[src/rtl/mem_write_combiner.sv]
// Framebuffer write combiner: packs 16-bit pixel writes into 64-bit 4-lane bursts for the PSRAM controller.
// Optional statistics counters are enabled by defining MEM_WC_STATS_EN.
module mem_write_combiner #(
    parameter int unsigned WR_GAP = 24,
    parameter logic [15:0] FILL   = 16'h0
) (
    input  logic        clk2,
    input  logic        rst,
    input  logic        px_valid,
    output logic        px_ready,
    input  logic [21:0] px_addr,
    input  logic [15:0] px_data,
    input  logic        flush,
    output logic        idle,
    output logic [19:0] mem_addr,
    output logic        mem_write,
    output logic [63:0] mem_wrdata
`ifdef MEM_WC_STATS_EN
    ,
    output logic [15:0] stat_full,
    output logic [15:0] stat_partial
`endif
);

    localparam int CNT_W = (WR_GAP > 1) ? $clog2(WR_GAP) : 1;

    typedef enum logic {
        S_IDLE = 1'b0,
        S_GAP  = 1'b1
    } state_t;

    // Staging buffer: collects lanes of the burst currently being assembled.
    logic [19:0] r_stg_tag;
    logic [3:0]  r_stg_mask;
    logic [63:0] r_stg_data;

    // Issue buffer: one complete burst waiting for the controller gap to expire.
    logic        r_iss_valid;
    logic [19:0] r_iss_tag;
    logic [63:0] r_iss_data;

    state_t          r_state;
    logic [CNT_W-1:0] r_cnt;
    logic            r_mem_write;
    logic [19:0]     r_mem_addr;
    logic [63:0]     r_mem_wrdata;

    logic [19:0] w_px_tag;
    logic [1:0]  w_px_lane;
    logic [3:0]  w_lane_bit;
    logic        w_issuing;
    logic        w_issue_busy;
    logic        w_stg_any;
    logic        w_tag_miss;
    logic        w_completes;
    logic        w_accept;
    logic        w_move_full;
    logic        w_move_evict;
    logic        w_move_flush;
    logic        w_move;
    logic [63:0] w_merged_data;
    logic [63:0] w_move_data;

    // Lane 0 sits in the most significant halfword of the burst.
    function automatic logic [63:0] put_lane(input logic [63:0] d, input logic [1:0] lane,
                                             input logic [15:0] v);
        logic [63:0] r;
        r = d;
        case (lane)
            2'd0:    r[63:48] = v;
            2'd1:    r[47:32] = v;
            2'd2:    r[31:16] = v;
            default: r[15:0]  = v;
        endcase
        return r;
    endfunction

    function automatic logic [63:0] fill_lanes(input logic [63:0] d, input logic [3:0] m);
        logic [63:0] r;
        r = d;
        for (int i = 0; i < 4; i++) begin
            if (!m[i]) r[63-16*i -: 16] = FILL;
        end
        return r;
    endfunction

    assign w_px_tag     = px_addr[21:2];
    assign w_px_lane    = px_addr[1:0];
    assign w_lane_bit   = 4'b0001 << w_px_lane;
    assign w_issuing    = (r_state == S_IDLE) && r_iss_valid;
    assign w_issue_busy = r_iss_valid && !w_issuing;
    assign w_stg_any    = |r_stg_mask;
    assign w_tag_miss   = w_stg_any && (r_stg_tag != w_px_tag);
    assign w_completes  = !w_tag_miss && ((r_stg_mask | w_lane_bit) == 4'b1111);

    // A pixel that would need to push staging into a still-occupied issue buffer must wait.
    assign px_ready = !flush
                    && !(w_tag_miss && w_issue_busy)
                    && !(w_completes && w_issue_busy);
    assign w_accept = px_valid && px_ready;

    assign w_move_full  = w_accept && w_completes;
    assign w_move_evict = w_accept && w_tag_miss;
    assign w_move_flush = flush && w_stg_any && !w_issue_busy;
    assign w_move       = w_move_full || w_move_evict || w_move_flush;

    // NOTE: every always_comb output is assigned at the top so no path can leave it unassigned and infer a latch.
    always_comb begin
        w_merged_data = put_lane(r_stg_data, w_px_lane, px_data);
        w_move_data   = fill_lanes(r_stg_data, r_stg_mask);
        if (w_move_full) w_move_data = w_merged_data;
    end

    // NOTE: data registers are reset too, because mem_addr/mem_wrdata are defined to read 0 after reset.
    always_ff @(posedge clk2) begin
        if (rst) begin
            r_stg_tag   <= '0;
            r_stg_mask  <= '0;
            r_stg_data  <= '0;
            r_iss_valid <= 1'b0;
            r_iss_tag   <= '0;
            r_iss_data  <= '0;
        end else begin
            if (w_accept) begin
                r_stg_tag  <= w_px_tag;
                r_stg_data <= w_merged_data;
                if (w_move_full)       r_stg_mask <= '0;
                else if (w_move_evict) r_stg_mask <= w_lane_bit;
                else                   r_stg_mask <= r_stg_mask | w_lane_bit;
            end else if (w_move_flush) begin
                r_stg_mask <= '0;
            end

            if (w_move) begin
                r_iss_valid <= 1'b1;
                r_iss_tag   <= r_stg_tag;
                r_iss_data  <= w_move_data;
            end else if (w_issuing) begin
                r_iss_valid <= 1'b0;
            end
        end
    end

    // Issue FSM: one write pulse, then WR_GAP-1 quiet cycles before the next may go.
    always_ff @(posedge clk2) begin
        if (rst) begin
            r_state      <= S_IDLE;
            r_cnt        <= '0;
            r_mem_write  <= 1'b0;
            r_mem_addr   <= '0;
            r_mem_wrdata <= '0;
        end else begin
            r_mem_write <= 1'b0;
            case (r_state)
                S_IDLE: begin
                    if (r_iss_valid) begin
                        r_mem_write  <= 1'b1;
                        r_mem_addr   <= r_iss_tag;
                        r_mem_wrdata <= r_iss_data;
                        r_cnt        <= CNT_W'(WR_GAP - 1);
                        if (WR_GAP > 1) r_state <= S_GAP;
                    end
                end
                S_GAP: begin
                    r_cnt <= r_cnt - CNT_W'(1);
                    if (r_cnt <= CNT_W'(1)) r_state <= S_IDLE;
                end
                default: r_state <= S_IDLE;
            endcase
        end
    end

    assign mem_write  = r_mem_write;
    assign mem_addr   = r_mem_addr;
    assign mem_wrdata = r_mem_wrdata;
    assign idle       = !w_stg_any && !r_iss_valid && (r_state == S_IDLE);

`ifdef MEM_WC_STATS_EN
    logic        r_iss_full;
    logic [15:0] r_stat_full;
    logic [15:0] r_stat_partial;

    always_ff @(posedge clk2) begin
        if (rst) begin
            r_iss_full     <= 1'b0;
            r_stat_full    <= '0;
            r_stat_partial <= '0;
        end else begin
            if (w_move) r_iss_full <= w_move_full;
            if (w_issuing) begin
                if (r_iss_full) begin
                    if (r_stat_full != 16'hFFFF) r_stat_full <= r_stat_full + 16'd1;
                end else begin
                    if (r_stat_partial != 16'hFFFF) r_stat_partial <= r_stat_partial + 16'd1;
                end
            end
        end
    end

    assign stat_full    = r_stat_full;
    assign stat_partial = r_stat_partial;
`endif

endmodule
[config.mk]
export PLATFORM = sky130hd
export DESIGN_NAME = mem_write_combiner
export DESIGN_NICKNAME = d
export VERILOG_FILES = /design/src/rtl/mem_write_combiner.sv
export SDC_FILE = /design/constraint.sdc
export NUM_CORES = 1
export LEC_CHECK = 0
export ABC_AREA = 1
export CORE_MARGIN = 5
export CORE_UTILIZATION = 57
export DETAILED_ROUTE_END_ITERATION = 8
export GPL_TIMING_DRIVEN = 0
export PLACE_DENSITY = 0.86
export SLEW_MARGIN = 20
export SYNTH_ARGS = -nofsm -noshare
export SYNTH_HDL_FRONTEND = slang
export SYNTH_SLANG_ARGS = --single-unit
[constraint.sdc]
create_clock -name clk2 -period 2.54 [get_ports clk2]
set_input_delay 0.381 -clock clk2 [delete_from_list [all_inputs] [get_ports clk2]]
set_output_delay 0.381 -clock clk2 [all_outputs]
set_load 0.01 [all_outputs]
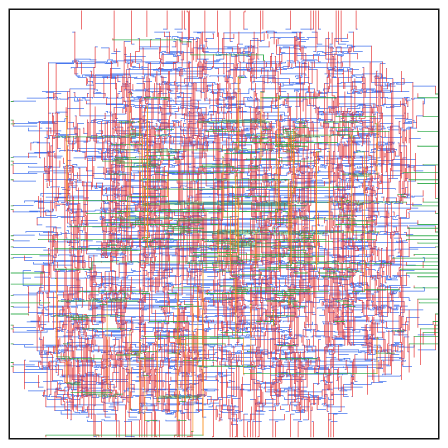
**Above:** run 1 (metal layers overlaid).
Blue is M1, wire length 15,000 um. Red is M2, wire length 17,100 um. Green is M3, wire length 3,190 um. Orange is M4, wire length 1,180 um.
Via Count: 12,300
Post-Route WL: 36,500 um
All-Layer GR Usage: 29.1%
Routed WL per cell: 16.1 um

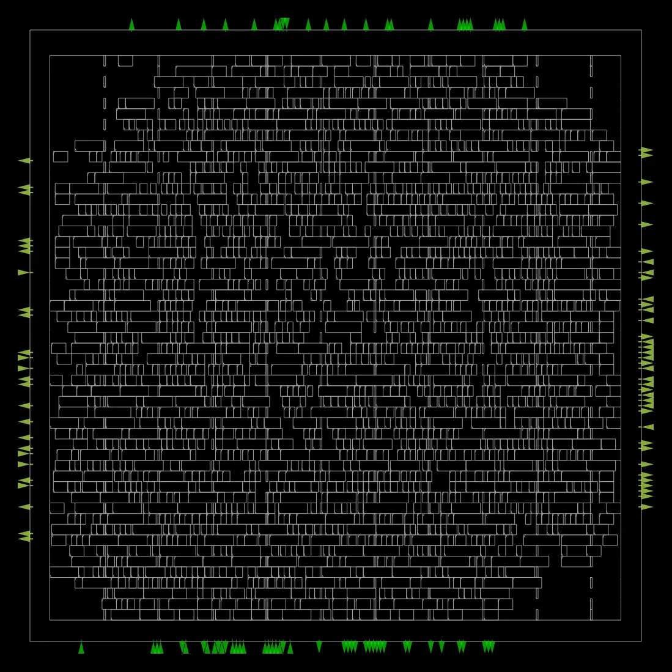
**Above:** run 1 (placement view).
core area: 21,000 um^2
Seq cells: 264

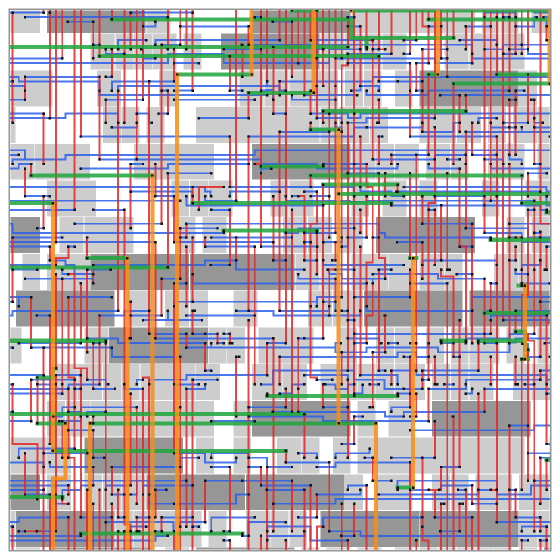
**Above:** run 1 (layout detail).
Region (58, 27) to (98, 67) um. Cells in gray, sequential cells in the stronger gray; small squares are vias.
Red is M2. Orange is M4. Blue is M1. Green is M3.
Netlist names of flops here include r_stg_data (7), r_iss_data (3), r_iss_tag (3). 174 logic cells have their middle in the window. Sequential cells in the window: 20. Most frequent: nand2_1 (48), inv_1 (25), dfxtp_1 (19).

==> flow_summary.toml, run 1 <==
# flow metrics
[grt]
grt_overflow = 0

[power_and_ir_drop]
switchingPower_mw = 2.54
powerClk_mw = 3.79
p_comb_mw = 1.25
power_leader = "registers"
max-vdd-ir-drop_uv = 627
seq_power_mw = 4.51

[drt]
firstDrtPassIters = 5

[setup_path]
r2r_start = "r_stg_tag[2]"
cp_top_family = "buffers and inverters"
crit_buf_inv = 3
endpoint = "px_ready"
end_kind = "primary output"

[clocking]
cts_hold_buf = 0
h-tree-depth = 1
clk_latency_ps = 530
cts_buffers = 27
clock-sinks = 264

[cells_and_area]
area_growth_syn_to_layout_pct = 20.8

[yosys]
synthCells = 1820
top_area_cell = "dfxtp_1"
synthDistinctLibCells = 36
mux_share_pct = 0
avgSynthCellArea_um2 = 6.69
topCombFamilyByArea = "simple AND/OR/NAND/NOR gates"

[status]
status = "finished clean"

[final_timing]
setup_violations = 0
final_max_slew_viol_count = 0

[place]
place_inst = 2220

[hold_path]
worstHoldStart = "px_addr[10]"

[job]
max_cap_violations = 0
## run 1: sequential cells by signal, indices dropped and copies added (netlist names), 4 cells and up
name	cells
r_iss_tag	20
r_cnt	5
mem_wrdata	64
r_stg_mask	4
r_iss_data	64
r_stg_data	64
r_stg_tag	20
mem_addr	20
## run 1: area by class of cell
class                   instances  area [um^2]
plain buffers                 126          627
well taps                     275          344
multi-input cells            1184         5400
repair buffers                130         1290
inverters                     246          923
flip-flops and latches        264         5290
fillers                      1763         6330
clock inverters                 6         55.1
clock buffers                  39          771
## run 1: layer usage
layer	vias to the layer above	track usage (%)	wire (um)
met5	-	0	0
met3	109	5.35	3190
met1	5609	37.9	15000
met4	0	9.67	1180
met2	545	49.0	17100
li1	5994	-	-
## Run 2: what changed since run 1
CORE_UTILIZATION = 40   (was 57)
PLACE_DENSITY = 0.66   (was 0.86)
==> run 2 against run 1 <==
Register-to-register slack improved by 70 ps. Clock power is 23% higher. Synthesized cell count stayed put. Sequential cell count did not move. Core utilization decreased by 19 points. Maximum frequency is 2.3% higher. Global-route usage fell by 7.3 points. First-iteration DRC count down 5.2%. Clock skew up 6.6 ps. Sequential share of layout area is 0.95 points lower.
==> flow_summary.toml, run 2 <==
# flow metrics
[power_and_ir_drop]
seq_power_mw = 4.50
max-vdd-ir-drop_uv = 520
switchingPower_mw = 2.71
p_comb_mw = 1.25

[grt]
grt_overflow = 0
grt-busiest-layer = "met2"
grtUsageMet1_pct = 29.6

[clocking]
clk_latency_ps = 560
cts_hold_buf = 0
cts_buffers = 30

[floorplan]
coreArea_um2 = 29900

[drt]
firstDrtPassIters = 5
wl_met3_um = 2900
wirelength_met1_um = 16600

[setup_path]
end_kind = "primary output"

[cells_and_area]
area_growth_syn_to_layout_pct = 24.0

[place]
place_inst = 2335

[status]
status = "finished clean"

[job]
max_cap_violations = 0

[yosys]
avgSynthCellArea_um2 = 6.69
## run 2: path summary, 6_finish.rpt
kind	startpoint	to	cells past startpoint
hold reg to reg	r_cnt[4]	r_cnt[4]	1
hold / removal	px_addr[1]	r_stg_data[14]	5
setup / recovery	r_stg_mask[3]	px_ready	7
setup reg to reg	r_stg_mask[1]	r_stg_data[50]	11
## run 2: final cells by class
| type | instances | area, um^2 |
|---|---|---|
| clock buffer | 41 | 862 |
| clock inverter | 14 | 218 |
| timing repair buffer | 130 | 1280 |
| multi-input combinational | 1184 | 5400 |
| buffer | 126 | 628 |
| sequential | 264 | 5290 |
| tap | 390 | 488 |
| inverter | 246 | 923 |
| fill | 2985 | 14800 |
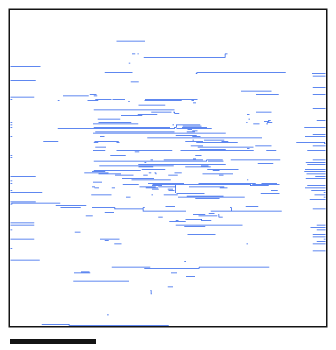
**Above:** run 2 (M3 wires).
Bar = 50 um.
The layer holds 7.7% of the routed length. 175 nets have wire on it. The layer carries 2,900 um of wire. The wires run mostly horizontal. The longest straight run is 77.3 um.
met3 usage: 3.47%
Via Count: 12,000
Post-Route WL: 37,700 um

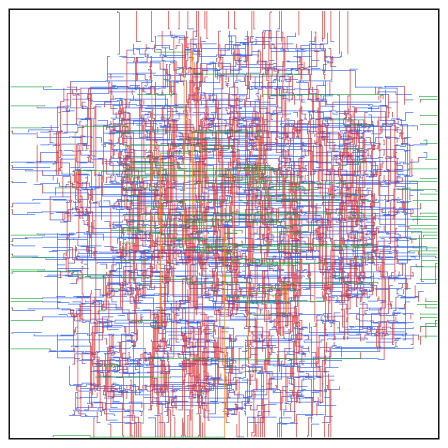
**Above:** run 2 (metal layers overlaid).
All-Layer GR Usage: 21.8%
Routed WL per cell: 15.7 um

Power figures rest on the tool's default switching activity, not on a simulated workload.
